===== src/rtl/usr_pkg.sv =====
// Shared constants for the universal shift register: manual mode codes,
// burst FSM state encoding and burst direction values.
package usr_pkg;

   localparam logic [2:0] MODE_HOLD = 3'b000;
   localparam logic [2:0] MODE_SHR  = 3'b001;
   localparam logic [2:0] MODE_SHL  = 3'b010;
   localparam logic [2:0] MODE_LOAD = 3'b011;
   localparam logic [2:0] MODE_ROR  = 3'b100;
   localparam logic [2:0] MODE_ROL  = 3'b101;
   localparam logic [2:0] MODE_ASR  = 3'b110;
   localparam logic [2:0] MODE_CLR  = 3'b111;

   typedef enum logic {
      ST_IDLE = 1'b0,
      ST_RUN  = 1'b1
   } usr_state_e;

   localparam logic DIR_RIGHT = 1'b0;
   localparam logic DIR_LEFT  = 1'b1;

endpackage


===== src/rtl/usr_burst_ctrl.sv =====
// Burst engine: two-state FSM with a length counter. Tells the datapath when
// to take a 1-bit shift and in which direction; reports busy and a one-cycle
// done pulse when the programmed number of shifts has completed.
module usr_burst_ctrl
   import usr_pkg::*;
#(
   parameter int unsigned WIDTH = 8,
   parameter int unsigned CW    = $clog2(WIDTH + 1)
) (
   input  logic          clk,
   input  logic          rst,
   input  logic          start,
   input  logic          burst_dir,
   input  logic [CW-1:0] burst_len,
   output logic          shift_en,
   output logic          shift_dir,
   output logic          busy,
   output logic          done
);

   localparam logic [CW-1:0] LEN_MAX = CW'(WIDTH);

   usr_state_e    state_q, state_d;
   logic [CW-1:0] cnt_q, cnt_d;
   logic          dir_q, dir_d;
   logic          done_q, done_d;
   logic [CW-1:0] len_sat;

   // Out-of-range lengths are clamped to a full-width burst.
   assign len_sat = (burst_len > LEN_MAX) ? LEN_MAX : burst_len;

   // Next-state logic: accept start only in IDLE, count shifts down in RUN.
   always_comb begin
      state_d = state_q;
      cnt_d   = cnt_q;
      dir_d   = dir_q;
      done_d  = 1'b0;
      unique case (state_q)
         ST_IDLE: begin
            if (start) begin
               dir_d = burst_dir;
               cnt_d = len_sat;
               // A zero-length burst completes immediately without shifting.
               if (len_sat == '0) begin
                  done_d = 1'b1;
               end else begin
                  state_d = ST_RUN;
               end
            end
         end
         ST_RUN: begin
            cnt_d = cnt_q - CW'(1);
            if (cnt_q == CW'(1)) begin
               state_d = ST_IDLE;
               done_d  = 1'b1;
            end
         end
         default: state_d = ST_IDLE;
      endcase
   end

   // State registers; reset aborts any burst without a done pulse.
   always_ff @(posedge clk) begin
      if (rst) begin
         state_q <= ST_IDLE;
         cnt_q   <= '0;
         dir_q   <= DIR_RIGHT;
         done_q  <= 1'b0;
      end else begin
         state_q <= state_d;
         cnt_q   <= cnt_d;
         dir_q   <= dir_d;
         done_q  <= done_d;
      end
   end

   assign shift_en  = (state_q == ST_RUN);
   assign shift_dir = dir_q;
   assign busy      = (state_q == ST_RUN);
   assign done      = done_q;

endmodule


===== src/rtl/param_universal_shift_reg.sv =====
// Parametrised universal shift register: multi-bit shifts, rotates, load and
// clear under manual control, plus an autonomous 1-bit-per-cycle burst mode.
module param_universal_shift_reg
   import usr_pkg::*;
#(
   parameter int unsigned WIDTH = 8,
   parameter int unsigned AW    = $clog2(WIDTH),
   parameter int unsigned CW    = $clog2(WIDTH + 1)
) (
   input  logic             clk,
   input  logic             rst,
   input  logic             en,
   input  logic [2:0]       mode,
   input  logic [AW-1:0]    amt,
   input  logic [WIDTH-1:0] data_in,
   input  logic             si_left,
   input  logic             si_right,
   input  logic             start,
   input  logic             burst_dir,
   input  logic [CW-1:0]    burst_len,
   output logic [WIDTH-1:0] q,
   output logic             so_lsb,
   output logic             so_msb,
   output logic             busy,
   output logic             done
);

   logic [WIDTH-1:0] q_q, q_d;
   logic             shift_en;
   logic             shift_dir;

   logic [2*WIDTH-1:0] shr_w, shl_w, ror_w, rol_w, asr_w;

   usr_burst_ctrl #(
      .WIDTH (WIDTH),
      .CW    (CW)
   ) u_burst_ctrl (
      .clk       (clk),
      .rst       (rst),
      .start     (start),
      .burst_dir (burst_dir),
      .burst_len (burst_len),
      .shift_en  (shift_en),
      .shift_dir (shift_dir),
      .busy      (busy),
      .done      (done)
   );

   // Multi-bit shift/rotate candidates: shift a double-width word so the
   // upper (or lower) half supplies the fill bits.
   always_comb begin
      shr_w = {{WIDTH{si_left}}, q_q} >> amt;
      shl_w = {q_q, {WIDTH{si_right}}} << amt;
      ror_w = {q_q, q_q} >> amt;
      rol_w = {q_q, q_q} << amt;
      asr_w = {{WIDTH{q_q[WIDTH-1]}}, q_q} >> amt;
   end

   // Next-state mux: burst shift beats a start request, which beats manual ops.
   always_comb begin
      q_d = q_q;
      if (shift_en) begin
         if (shift_dir == DIR_LEFT) begin
            q_d = {q_q[WIDTH-2:0], si_right};
         end else begin
            q_d = {si_left, q_q[WIDTH-1:1]};
         end
      end else if (!start && en) begin
         case (mode)
            MODE_HOLD: q_d = q_q;
            MODE_SHR:  q_d = shr_w[WIDTH-1:0];
            MODE_SHL:  q_d = shl_w[2*WIDTH-1:WIDTH];
            MODE_LOAD: q_d = data_in;
            MODE_ROR:  q_d = ror_w[WIDTH-1:0];
            MODE_ROL:  q_d = rol_w[2*WIDTH-1:WIDTH];
            MODE_ASR:  q_d = asr_w[WIDTH-1:0];
            MODE_CLR:  q_d = '0;
            default:   q_d = q_q;
         endcase
      end
   end

   // Data register.
   always_ff @(posedge clk) begin
      if (rst) begin
         q_q <= '0;
      end else begin
         q_q <= q_d;
      end
   end

   assign q      = q_q;
   assign so_lsb = q_q[0];
   assign so_msb = q_q[WIDTH-1];

endmodule


===== config.mk =====
export PLATFORM = sky130hd
export DESIGN_NAME = param_universal_shift_reg
export DESIGN_NICKNAME = d
export VERILOG_FILES = /design/src/rtl/usr_pkg.sv /design/src/rtl/usr_burst_ctrl.sv /design/src/rtl/param_universal_shift_reg.sv
export SDC_FILE = /design/constraint.sdc
export NUM_CORES = 1
export LEC_CHECK = 0
export ABC_AREA = 1
export CORE_AREA = 2 2 64 66
export CTS_CLUSTER_SIZE = 8
export DETAILED_ROUTE_END_ITERATION = 12
export DIE_AREA = 0 0 66 68
export PLACE_DENSITY = 0.78
export SLEW_MARGIN = 10
export SYNTH_ARGS = -nofsm -noshare
export SYNTH_HDL_FRONTEND = slang
export SYNTH_SLANG_ARGS = --single-unit

===== constraint.sdc =====
create_clock -name clk -period 1.75 [get_ports clk]
set_clock_uncertainty 0.05 [all_clocks]
set_input_delay 0.4375 -clock clk [delete_from_list [all_inputs] [get_ports clk]]
set_output_delay 0.4375 -clock clk [all_outputs]
set_load 0.03 [all_outputs]

==> impl_metrics.yaml <==
# physical design summary
outcome:
  status: "complete, no violations"
critical_path:
  timing.rr.start: "q[2]"
  crit_required_ps: 1890
  critPathTopFamily: "buffers and inverters"
  r2r-end: "q[0]"
  cpPeakStageDelay_ps: 270
  worstPathArrival_ps: 1860
  cp_common_cell: "a21oi_1"
  crit_type: "primary input to flip-flop"
  critPathSlowestCell: "dlygate4sd2_1"
grt:
  grt_pass1_vias: 2401
  grt_max_degree: 18
  antenna_found_initial: 0
  grt_usage_pct: 33.1
  grt_use_met3_pct: 6.09
  grt_pass1_wl_um: 11400
sta:
  rsz0062_at_grt: "true"
  finalClockPeriodUsage_pct: 98.6
  hold_violations: 0
  final.setup.tns_ps: 0
  maxSlewViolCount: 0
  whs_ps: 470
  tightest_slew_ps: 505
floorplanning:
  dieArea_um2: 4490
  die-width_um: 66
  die_h_um: 68
  fp-utilization_pct: 49.6
logic_synthesis:
  synth_flop_count: 15
  top_cell_area_share_pct: 18.3
  yosysTopAreaCell: "nand3_1"
  top_cells_by_count: "nand2_1 (90), nand3_1 (70), o21ai_0 (33)"
  edf_count: 0
  syn_nets: 372
  async_flop_share_pct: 0
  synth_area_um2: 1910
  synth_area_per_cell_um2: 5.55
  adder_share_pct: 1.31
  synth_top_flop_cell: "dfxtp_1"
  yosysUniqueCellTypes: 38
  ys_sh_simple_pct: 46.2
  ys_area_um2: 1910
  syn_inst: 345
routing:
  met2WireLength_um: 3390
  via_count: 2738
  top_layer: "met4"
  drtIter0Drc: 323
  drc: 0
  dr_wl_met3_um: 620
  dr.pass1.iters: 5
  drt-vias-per-instance: 5.86
finish:
  diodes: 0
  largest_class: "combinational gates"
  comb_area_um2: 1470
  nMultiInputCombCells: 284
  area_growth_pct: 42.2
  largest_reg_flops: 8
  drive_gt1_share_pct: 22.1
  inv_count: 28
  layout_top_cells: "nand2_1 (86), nand3_1 (67), buf_4 (47), a21oi_1 (28), o21ai_0 (27)"
  design.seq.count: 15
clock_network:
  clock_latency_ps: 250
  cts.sinks: 15
  cts-resized-gates: 24
  holdBufCountCts: 0
  cts_tree: "done"
  cts_root_buf: "clkbuf_8"
  post-cts-setup-buffers: 0
place:
  portBuffers: 36
  gp_congestion: 0.988
flow_run:
  tool_warnings: 29
power:
  p_per_area_nw_per_um2: 570
  p_leak_nw: 1.29
  max-vdd-ir-drop_v: 0.000525
  finalPower_mw: 1.55
worst_hold_path:
  hold_path.class: "flip-flop to flip-flop"
  hold_depth: 2
  holdCritStartpoint: "u_burst_ctrl.cnt_q[3]"
-- worst max-delay path by stage --
stage / from / end / slack, ps
final: amt[0] / q[7] / 30
after CTS: mode[1] / q[6] / -20
after global placement: mode[1] / q[6] / -520
after global routing: amt[2] / q[1] / -80
after floorplan: q[6] / q[1] / 160
after detailed placement: mode[2] / q[6] / -560
-- metrics by stage --
stage | worst slack, ps | cell area [µm²]
6_report | 25.3 | 2720
2_1_floorplan | 156 | 1910
5_1_grt | -79.8 | 2720
3_5_place_dp | -562 | 2600
4_1_cts | -19.7 | 2660
3_3_place_gp | -518 | 2600
-- power by group --
part / total [mW] / internal [mW] / switching (mW)
Clock: 0.282 / 0.158 / 0.124
Combinational: 0.839 / 0.344 / 0.495
Sequential: 0.429 / 0.378 / 0.0506
Total: 1.55 / 0.880 / 0.670
**Supply network**

Bar = 20 µm. Pins as bars on the die edge.
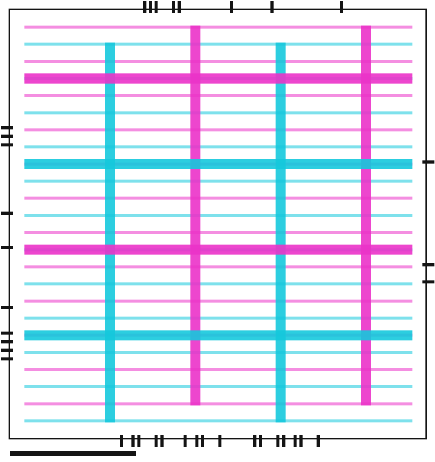
[magenta] VDD
[cyan] VSS
met4 straps: 4
met1 rails: 24
met5 straps: 4
signal pins: 37
rows: 23

**Cell classes on the final placement**

Bar = 20 µm.
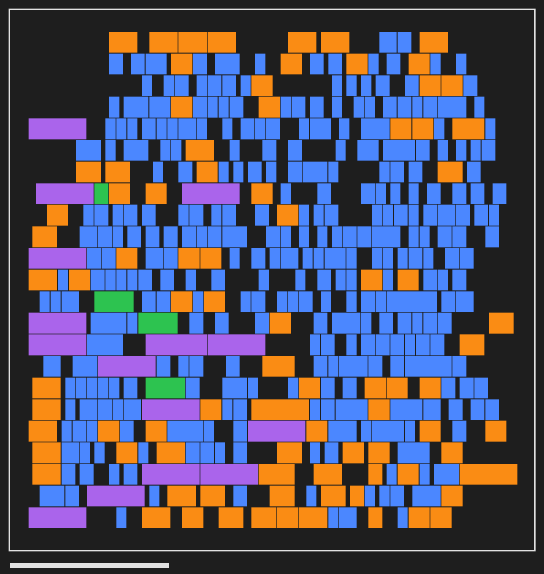
[orange] other buffers and delay cells | cells: 86 | share of their area: 28%
[blue] all other logic | cells: 312 | share of their area: 59%
[purple] flops | cells: 15 | share of their area: 11%
[green] clock drivers and dummy loads | cells: 4 | share of their area: 1.7%
Row Count: 23
flop share of the area: 11.1%
post-route cell area: 2720 µm²
utilization after layout: 70.5%
Placeable Area: 3860 µm²

Power figures rest on the tool's default switching activity, not on a simulated workload.
